===== config.mk =====
export PLATFORM = sky130hd
export DESIGN_NAME = mem_stage
export DESIGN_NICKNAME = d
export VERILOG_FILES = /design/src/rtl/mem_stage.sv
export SDC_FILE = /design/constraint.sdc
export NUM_CORES = 1
export LEC_CHECK = 0
export CORE_MARGIN = 1.5
export CORE_UTILIZATION = 42
export CTS_BUF_LIST = sky130_fd_sc_hd__clkbuf_16
export DETAILED_ROUTE_END_ITERATION = 8
export GPL_TIMING_DRIVEN = 0
export PLACE_DENSITY = 0.89
export SETUP_SLACK_MARGIN = 0.1
export SYNTH_ARGS = -nofsm -noshare
export SYNTH_HDL_FRONTEND = slang
export SYNTH_SLANG_ARGS = --single-unit

===== constraint.sdc =====
create_clock -name clk -period 2.34 [get_ports clk]
set_clock_uncertainty 0.2 [all_clocks]
set_input_delay 0.351 -clock clk [delete_from_list [all_inputs] [get_ports clk]]
set_output_delay 0.351 -clock clk [all_outputs]
set_load 0.02 [all_outputs]

===== src/rtl/mem_stage.sv =====
// Memory-access stage: loads/stores over a req/gnt/rvalid port, ALU results forwarded to writeback.
// Optional MEM_MISALIGN_TRAP_EN: misaligned accesses skip memory and pulse o_misaligned.
`ifndef ALEN
`define ALEN 5
`endif

module mem_stage #(
   parameter int XLEN  = 64,
   parameter int RF_AW = `ALEN
) (
   input  logic             clk,
   input  logic             rst,
   input  logic             i_valid,
   input  logic             i_is_load,
   input  logic             i_is_store,
   input  logic [1:0]       i_size,
   input  logic             i_unsigned,
   input  logic [XLEN-1:0]  i_addr,
   input  logic [XLEN-1:0]  i_store_data,
   input  logic             i_rf_we,
   input  logic [RF_AW-1:0] i_rd,
   output logic             o_mem_ready,
   output logic [RF_AW-1:0] o_mem_rd,
   output logic             o_dmem_req,
   output logic             o_dmem_we,
   output logic [XLEN-1:0]  o_dmem_addr,
   output logic [XLEN-1:0]  o_dmem_wdata,
   output logic [7:0]       o_dmem_be,
   input  logic             i_dmem_gnt,
   input  logic             i_dmem_rvalid,
   input  logic [XLEN-1:0]  i_dmem_rdata,
`ifdef MEM_MISALIGN_TRAP_EN
   output logic             o_misaligned,
`endif
   output logic             o_wb_valid,
   output logic             o_wb_we,
   output logic [RF_AW-1:0] o_wb_rd,
   output logic [XLEN-1:0]  o_wb_data
);

   typedef enum logic [1:0] {IDLE, REQ, WAIT_R} state_t;

   state_t            state, state_nxt;
   logic              is_store_q, unsigned_q, we_q;
   logic [1:0]        size_q;
   logic [XLEN-1:0]   addr_q, sdata_q;
   logic [RF_AW-1:0]  rd_q;

   // Address bits that must be zero for a size-aligned access.
   function automatic logic [2:0] low_mask(input logic [1:0] size);
      case (size)
         2'b00:   low_mask = 3'b000;
         2'b01:   low_mask = 3'b001;
         2'b10:   low_mask = 3'b011;
         default: low_mask = 3'b111;
      endcase
   endfunction

   function automatic logic [7:0] size_be(input logic [1:0] size);
      case (size)
         2'b00:   size_be = 8'h01;
         2'b01:   size_be = 8'h03;
         2'b10:   size_be = 8'h0F;
         default: size_be = 8'hFF;
      endcase
   endfunction

   function automatic logic [XLEN-1:0] load_ext(input logic [XLEN-1:0] rdata, input logic [2:0] off,
                                                input logic [1:0] size, input logic uns);
      logic [XLEN-1:0] sh;
      sh = rdata >> {off, 3'b000};
      case (size)
         2'b00:   load_ext = uns ? XLEN'(sh[7:0])  : XLEN'($signed(sh[7:0]));
         2'b01:   load_ext = uns ? XLEN'(sh[15:0]) : XLEN'($signed(sh[15:0]));
         2'b10:   load_ext = uns ? XLEN'(sh[31:0]) : XLEN'($signed(sh[31:0]));
         default: load_ext = sh;
      endcase
   endfunction

   logic accept, is_mem, misaligned;
   assign accept = i_valid & (state == IDLE);
   assign is_mem = i_is_load | i_is_store;
`ifdef MEM_MISALIGN_TRAP_EN
   assign misaligned = |(i_addr[2:0] & low_mask(i_size));
`else
   assign misaligned = 1'b0;
`endif

   always_ff @(posedge clk) begin
      // NOTE: sequential state uses <= so every register samples pre-edge values.
      if (rst) state <= IDLE;
      else     state <= state_nxt;
   end

   always_comb begin
      // NOTE: default assignment first so no path leaves state_nxt unassigned (no latch).
      state_nxt = state;
      case (state)
         IDLE:    if (accept && is_mem && !misaligned) state_nxt = REQ;
         REQ:     if (i_dmem_gnt) state_nxt = is_store_q ? IDLE : WAIT_R;
         WAIT_R:  if (i_dmem_rvalid) state_nxt = IDLE;
         default: state_nxt = IDLE;
      endcase
   end

   always_comb begin
      o_mem_ready  = (state == IDLE);
      o_dmem_req   = (state == REQ);
      o_dmem_we    = o_dmem_req & is_store_q;
      o_dmem_addr  = '0;
      o_dmem_be    = '0;
      o_dmem_wdata = '0;
      if (o_dmem_req) begin
         o_dmem_addr  = {addr_q[XLEN-1:3], 3'b000};
         o_dmem_be    = size_be(size_q) << addr_q[2:0];
         o_dmem_wdata = sdata_q << {addr_q[2:0], 3'b000};
      end
      o_mem_rd = (state != IDLE && we_q) ? rd_q : '0;
   end

   // Without the trap, low address bits below the access size are dropped so no access crosses a line.
   always_ff @(posedge clk) begin
      if (rst) begin
         is_store_q <= 1'b0;
         unsigned_q <= 1'b0;
         we_q       <= 1'b0;
         size_q     <= '0;
         addr_q     <= '0;
         sdata_q    <= '0;
         rd_q       <= '0;
         o_wb_valid <= 1'b0;
         o_wb_we    <= 1'b0;
         o_wb_rd    <= '0;
         o_wb_data  <= '0;
`ifdef MEM_MISALIGN_TRAP_EN
         o_misaligned <= 1'b0;
`endif
      end else begin
         o_wb_valid <= 1'b0;
         o_wb_we    <= 1'b0;
`ifdef MEM_MISALIGN_TRAP_EN
         o_misaligned <= 1'b0;
`endif
         if (accept) begin
            is_store_q <= i_is_store;
            unsigned_q <= i_unsigned;
            we_q       <= i_rf_we & (i_rd != '0);
            size_q     <= i_size;
            addr_q     <= {i_addr[XLEN-1:3], i_addr[2:0] & ~low_mask(i_size)};
            sdata_q    <= i_store_data;
            rd_q       <= i_rd;
            if (!is_mem) begin
               o_wb_valid <= 1'b1;
               o_wb_we    <= i_rf_we & (i_rd != '0);
               o_wb_rd    <= i_rd;
               o_wb_data  <= i_addr;
            end else if (misaligned) begin
               o_wb_valid <= 1'b1;
               o_wb_rd    <= i_rd;
`ifdef MEM_MISALIGN_TRAP_EN
               o_misaligned <= 1'b1;
`endif
            end
         end
         if (state == REQ && i_dmem_gnt && is_store_q) begin
            o_wb_valid <= 1'b1;
            o_wb_rd    <= rd_q;
         end
         if (state == WAIT_R && i_dmem_rvalid) begin
            o_wb_valid <= 1'b1;
            o_wb_we    <= we_q;
            o_wb_rd    <= rd_q;
            o_wb_data  <= load_ext(i_dmem_rdata, addr_q[2:0], size_q, unsigned_q);
         end
      end
   end

endmodule


==> impl_metrics.csv, run 1 <==
group,metric,value,unit
run_status,outcome,"complete, but fails checks",
run_status,violations,"setup timing",
global_routing,top_usage_layer,"met2",
final_timing,finalClockPeriodUsage,126,%
place,place_area,17300,µm²
critical_path,r2r_end,"o_wb_data[50]",
power,powerComb,3.24,mW
detailed_routing,drc,0,
finish,comb-cell-share,41.6,%
critical_path,worst-path-max-fanout,10,
critical_path,startpoint_type,"flip-flop",
logic_synthesis,synth_top_flop_cell,"dfxtp_1",
final_timing,fin_ws,-0.600,ns
finish,layout_top_cells,"nand2_1 (322), clkdlybuf4s50_1 (277), dfxtp_1 (206), a21oi_1 (185), buf_6 (159)",
detailed_routing,dr.pass1.iters,6,
clock_tree,cts.repair.resized,1149,
clock_tree,insertion_delay,0.56,ns
finish,lay_top_count,"nand2_1",
detailed_routing,routed_wl,69.1,mm
detailed_routing,via_count,16000,
clock_tree,cts.root.buffer_cell,"clkbuf_16",
logic_synthesis,top_cell,"nand2_1",
clock_tree,clock_path_buffers,3,
power,seq_power_share,36.1,%
logic_synthesis,top_logic_kind,"simple AND/OR/NAND/NOR gates",
clock_tree,htree_levels,1,
detailed_routing,wl_met2,31.1,mm
logic_synthesis,async_reset_ff_share,0,%
finish,seqCellArea,4240,µm²
flow_run,warnings,29,
critical_path,reg2reg_depth,9,
global_routing,grt_overflow,0,
logic_synthesis,ys.flops,211,
flow_run,maxCapViolCount,0,
power,comb_power_share,28.8,%
power,p_per_area,524,nW/µm²
logic_synthesis,edf_count,0,
logic_synthesis,ys_cells,1542,
clock_tree,cts.hold.buffers_added,0,
logic_synthesis,common_cells,"nand2_1 (330), dfxtp_1 (211), a21oi_1 (198)",
logic_synthesis,synth.cell_area,12400,µm²
logic_synthesis,compound_area_share,21.1,%
critical_path,end_kind,"output pin",
place,dpl.hpwl,47.5,mm
critical_path,path_buffers,4,
finish,seq_share,19.7,%
critical_path,cp_data_arrival_time,2.39,ns
logic_synthesis,xor_share,0,%
floorplanning,die_h,175,µm
critical_path,cp_cell_sequence,"buf_12, buf_4, buf_12, mux4_2, a22oi_2, nor2_2, buf_2",
global_routing,grt_util_met3,9.68,%
critical_path,crit_path_end,"o_dmem_wdata[47]",
final_timing,max-slew-margin-rel,35.2,%
finish,buf_share,32.5,%
place,port_buffers,418,
global_routing,grtUsageMet1,47.2,%
global_routing,grt_max_degree,14,
floorplanning,die_w,175,µm
final_timing,finalSetupViolCount,170,
critical_path,cp-startpoint,"addr_q[0]",
power,clockPowerShare,35.1,%
clock_tree,cts_inserted_buffers,24,
finish,area_dominant_class,"logic gates",
critical_path,worstPathRequired,1.79,ns
power,p_clk,3.95,mW
detailed_routing,highest_layer,"met5",
run 1: stage by stage:
step	worst slack, ns	hold slack [ns]	cells	total power, mW	setup TNS [ns]
CTS	-0.580	0.146	2469	10.8	-41.27
global placement	-1.25	0.237	2346	6.47	-215.73
floorplan	-0.0183	0.232	1544	5.29	-0.524
detailed placement	-1.26	0.242	2346	6.51	-230.25
finish	-0.600	0.149	2521	11.2	-54.30
global route	-0.611	0.161	2521	11.5	-56.58
run 1: cells by family after synthesis:
group | Yosys count
buffers and inverters | 148
multiplexers | 154
flip-flops | 211
other | 1
AND/OR/NAND/NOR | 617
AND-OR/OR-AND | 411
run 1: tightest hold or removal path: cells and delay by family:
kind / cells / cell delay [ns]
AND-OR/OR-AND: 1 / 0.05
buffers and inverters: 1 / 0.40
AND/OR/NAND/NOR: 1 / 0.06
Figure 1. Placement view (run 1).
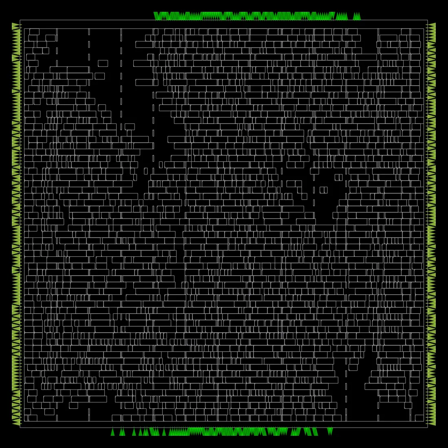
Well Taps: 384
Final Util: 74.1%
# fillers: 1925
flop count: 211

Figure 2. Nets reached from selected ports (run 1).
Drawn at 1.5 px/µm.
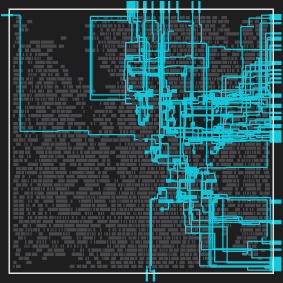
i_dmem_rdata: shown in cyan, bits 64, direction input, end cells 100, buffers 64, wire 6810 µm.

Figure 3. Cell sizes after repair (run 1).
Drawn at 3 px/µm.
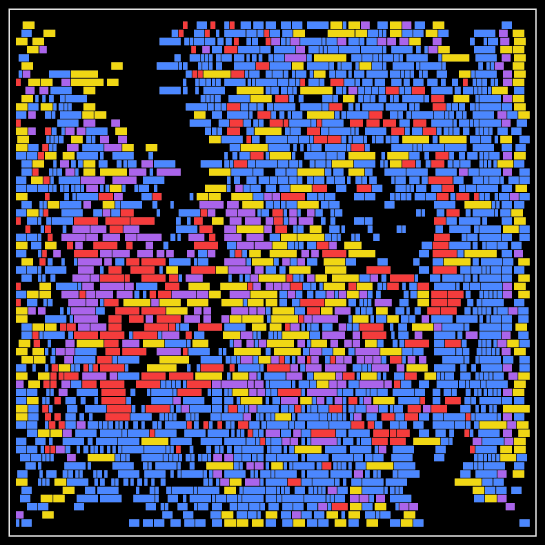
x2: shown in red, cells 230, share 11%, most used mux4_2. x1 and smaller: shown in blue, cells 1386, share 65%, most used nand2_1. x6 and larger: shown in yellow, cells 255, share 12%, most used buf_6. x3 and x4: shown in purple, cells 266, share 12%, most used buf_4.

Figure 4. I/O pins on the die edge (run 1).
Drawn at 3 px/µm. Pins as bars across the die edge, other pins in grey.
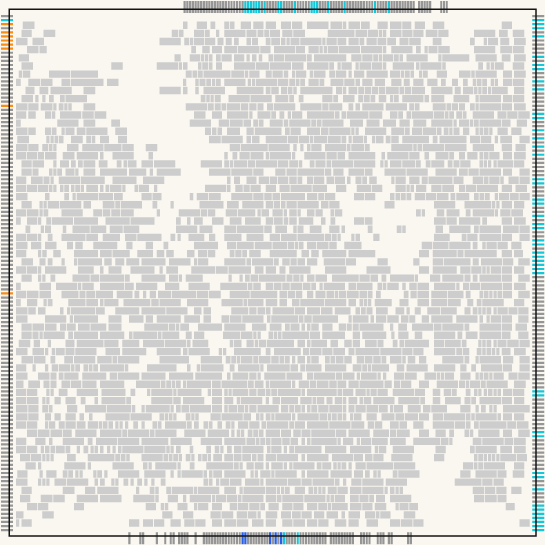

==> run 1 -> run 2 <==
--- a/config.mk
+++ b/config.mk
@@ -5,12 +5,13 @@
 export SDC_FILE = /design/constraint.sdc
 export NUM_CORES = 1
 export LEC_CHECK = 0
+export ABC_CLOCK_PERIOD_IN_PS = 2400
 export CORE_MARGIN = 1.5
-export CORE_UTILIZATION = 42
-export CTS_BUF_LIST = sky130_fd_sc_hd__clkbuf_16
+export CORE_UTILIZATION = 43
+export CTS_BUF_LIST = sky130_fd_sc_hd__clkbuf_8
 export DETAILED_ROUTE_END_ITERATION = 8
 export GPL_TIMING_DRIVEN = 0
-export PLACE_DENSITY = 0.89
+export PLACE_DENSITY = 0.9
 export SETUP_SLACK_MARGIN = 0.1
 export SYNTH_ARGS = -nofsm -noshare
 export SYNTH_HDL_FRONTEND = slang
==> constraint.sdc (replaced) <==
create_clock -name clk -period 2.4 [get_ports clk]
set_clock_uncertainty 0.2 [all_clocks]
set_input_delay 0.36 -clock clk [delete_from_list [all_inputs] [get_ports clk]]
set_output_delay 0.36 -clock clk [all_outputs]
set_load 0.02 [all_outputs]
Figure 5. I/O pins on the die edge (run 2).
Drawn at 3 px/µm. Pins as bars across the die edge, other pins in grey.
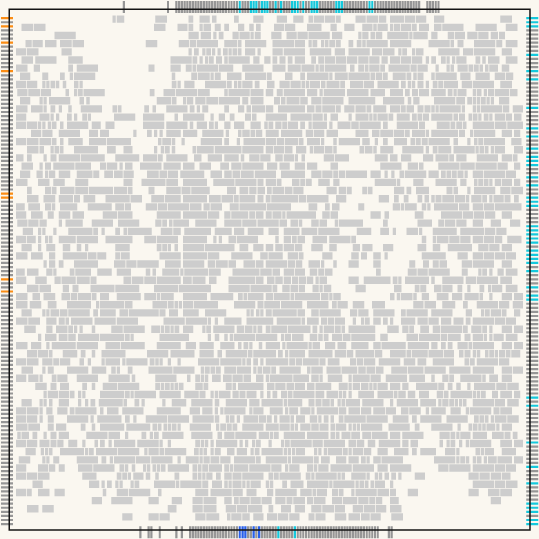
i_dmem_rdata: shown in cyan, pins 64, direction input, edge 41 east, 21 north, 2 south. o_dmem_be: shown in orange, pins 8, direction output, edge west. o_wb_rd: shown in blue, pins 5, direction output, edge south.
All pins by edge: 125 west, 125 east, 96 north, 77 south.

Figure 6. Placement view (run 2).
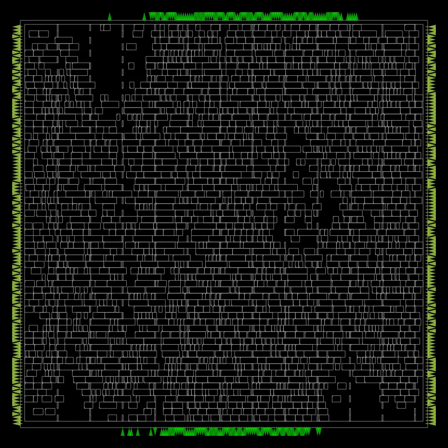
sequential cell area share: 20.4%
Final Util: 72.6%

==> run 2 against run 1 <==
Against the previous run:
- flip-flop count unchanged
- largest power group unchanged
- worst setup slack better by 0.045 ns
- utilization down 1.5 points
- die size down 2.3%
- the flow still finishes with violations (setup timing)
- final area down 3.3%
==> impl_metrics.csv, run 2 <==
group,metric,value,unit
finish,syn_to_final_growth,66.7,%
logic_synthesis,compound_area_share,21.1,%
global_routing,grt_util_met3,10.6,%
flow_run,maxCapViolCount,0,
critical_path,worst-path-max-fanout,8,
final_timing,worstMarginPinSlew,0.988,ns
place,port_buffers,418,
final_timing,fin_ws,-0.555,ns
finish,seqCellArea,4230,µm²
global_routing,top_usage_layer,"met2",
logic_synthesis,ys_cells,1542,
place,dpl.hpwl,47.5,mm
logic_synthesis,synth_top_flop_cell,"dfxtp_1",
floorplanning,die_h,173,µm
critical_path,worstPathRequired,1.84,ns
flow_run,warnings,29,
global_routing,grtUsageMet1,46.5,%
logic_synthesis,xor_share,0,%
clock_tree,cts.repair.resized,860,
finish,clock_buffers,46,
run_status,violations,"setup timing",
detailed_routing,wl_met2,30.0,mm
floorplanning,tapCellCount,384,
critical_path,reg2reg_depth,9,
finish,lay_top_count,"nand2_1",
logic_synthesis,synth.cell_area,12400,µm²
detailed_routing,routed_wl,66.0,mm
critical_path,crit_family,"buffers and inverters",
final_timing,whs,0.161,ns
logic_synthesis,ys.flops,211,
place,post-place-cells,2346,
finish,layout_top_cells,"nand2_1 (321), clkdlybuf4s50_1 (277), dfxtp_1 (207), a21oi_1 (183), buf_6 (107)",
global_routing,grt_overflow,0,
detailed_routing,drtAntennaViolNets,0,
final_timing,max-slew-margin-rel,34.1,%
logic_synthesis,top_logic_kind,"simple AND/OR/NAND/NOR gates",
final_timing,tns,-41.01,ns
finish,layoutNonFillerInstCount,2521,
logic_synthesis,async_reset_ff_share,0,%
clock_tree,clock_path_buffers,3,
critical_path,end_kind,"output pin",
hold_path,whs_path_depth,3,
clock_tree,insertion_delay,0.55,ns
final_timing,finalSetupViolCount,145,
logic_synthesis,common_cells,"nand2_1 (330), dfxtp_1 (211), a21oi_1 (198)",
power,powerComb,2.97,mW
detailed_routing,drc,0,
detailed_routing,via_count,15600,
logic_synthesis,synthTopCellsByArea,"dfxtp_1 (34%), nand2_1 (10%), a21oi_1 (8.0%)",
hold_path,min_from,"i_store_data[54]",
power,internal-power,6.93,mW
critical_path,path_buffers,6,
clock_tree,tritoncts,"built",
floorplanning,die_w,173,µm
finish,comb-cell-share,41.4,%
clock_tree,htree_levels,2,
critical_path,cp_cell_sequence,"buf_12, buf_16, buf_12, buf_12, mux2i_4, a21oi_2, buf_4, mux2i_4, nor2_2, buf_6",
logic_synthesis,edf_count,0,
power,seq_power_share,38.1,%
logic_synthesis,top_cell,"nand2_1",
finish,fillCellCount,2138,
floorplanning,core,28500,µm²
critical_path,crit_path_top_delay_cell,"dfxtp_2",
run_status,outcome,"complete, but fails checks",
logic_synthesis,synth_warnings,0,
global_routing,grt_max_degree,11,
clock_tree,cts_inserted_buffers,39,
power,comb_power_share,28.7,%
final_timing,finalClockPeriodUsage,123,%
critical_path,startpoint_type,"flip-flop",
clock_tree,cts.root.buffer_cell,"clkbuf_8",
finish,reg_top3,"addr_q: 64 flops, o_wb_data: 64 flops, sdata_q: 64 flops",
detailed_routing,highest_layer,"met5",
final_timing,drv_slew,0,
finish,inverters,6,
power,peakVddDrop,0.410,mV
finish,area_dominant_class,"logic gates",
critical_path,cp_data_arrival_time,2.40,ns
finish,buf_share,32.0,%
clock_tree,cts.hold.buffers_added,0,
power,clockPowerShare,33.2,%
logic_synthesis,yosysUniqueCellTypes,54,
power,p_per_area,499,nW/µm²
critical_path,r2r_end,"o_wb_data[61]",
finish,seq_cell_count,211,
power,total_power,10.3,mW
detailed_routing,dr.pass1.iters,6,
power,p_clk,3.44,mW
Figure 7. Cell sizes after repair (run 2).
Drawn at 3 px/µm.
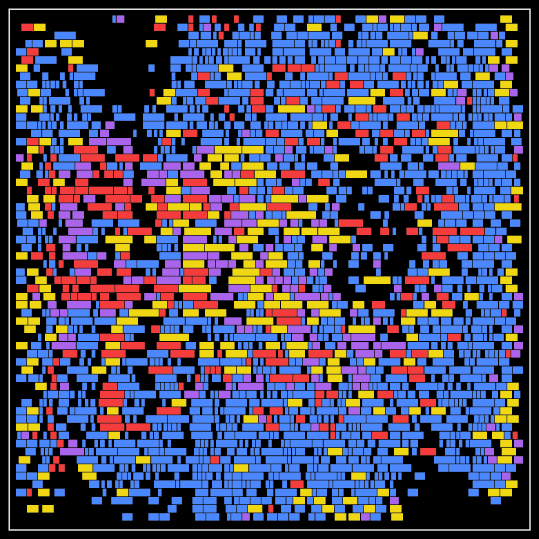
x3 and x4: shown in purple, cells 184, share 8.6%, most used buf_4. x1 and smaller: shown in blue, cells 1479, share 69%, most used nand2_1. x2: shown in red, cells 244, share 11%, most used mux4_2. x6 and larger: shown in yellow, cells 224, share 11%, most used buf_6.

-- run 2: per-stage QoR --
step	cell area (µm²)	setup slack, ns
2_1_floorplan	12600	0.0417
3_3_place_gp	17300	-1.20
3_5_place_dp	17300	-1.20
4_1_cts	19400	-0.542
5_1_grt	20700	-0.576
6_report	20700	-0.555
-- run 2: worst max path at each step --
stage | start | end | slack (ns) | cells after the start
after CTS | addr_q[0] | o_dmem_wdata[58] | -0.54 | 11
after global placement | addr_q[1] | o_dmem_wdata[56] | -1.20 | 10
after global routing | addr_q[0] | o_dmem_wdata[57] | -0.58 | 10
after floorplan | addr_q[2] | o_wb_data[42] | 0.04 | 7
after detailed placement | state[0] | o_dmem_be[5] | -1.20 | 7
final | addr_q[0] | o_dmem_wdata[58] | -0.56 | 10
Power and IR drop assume default switching activity.
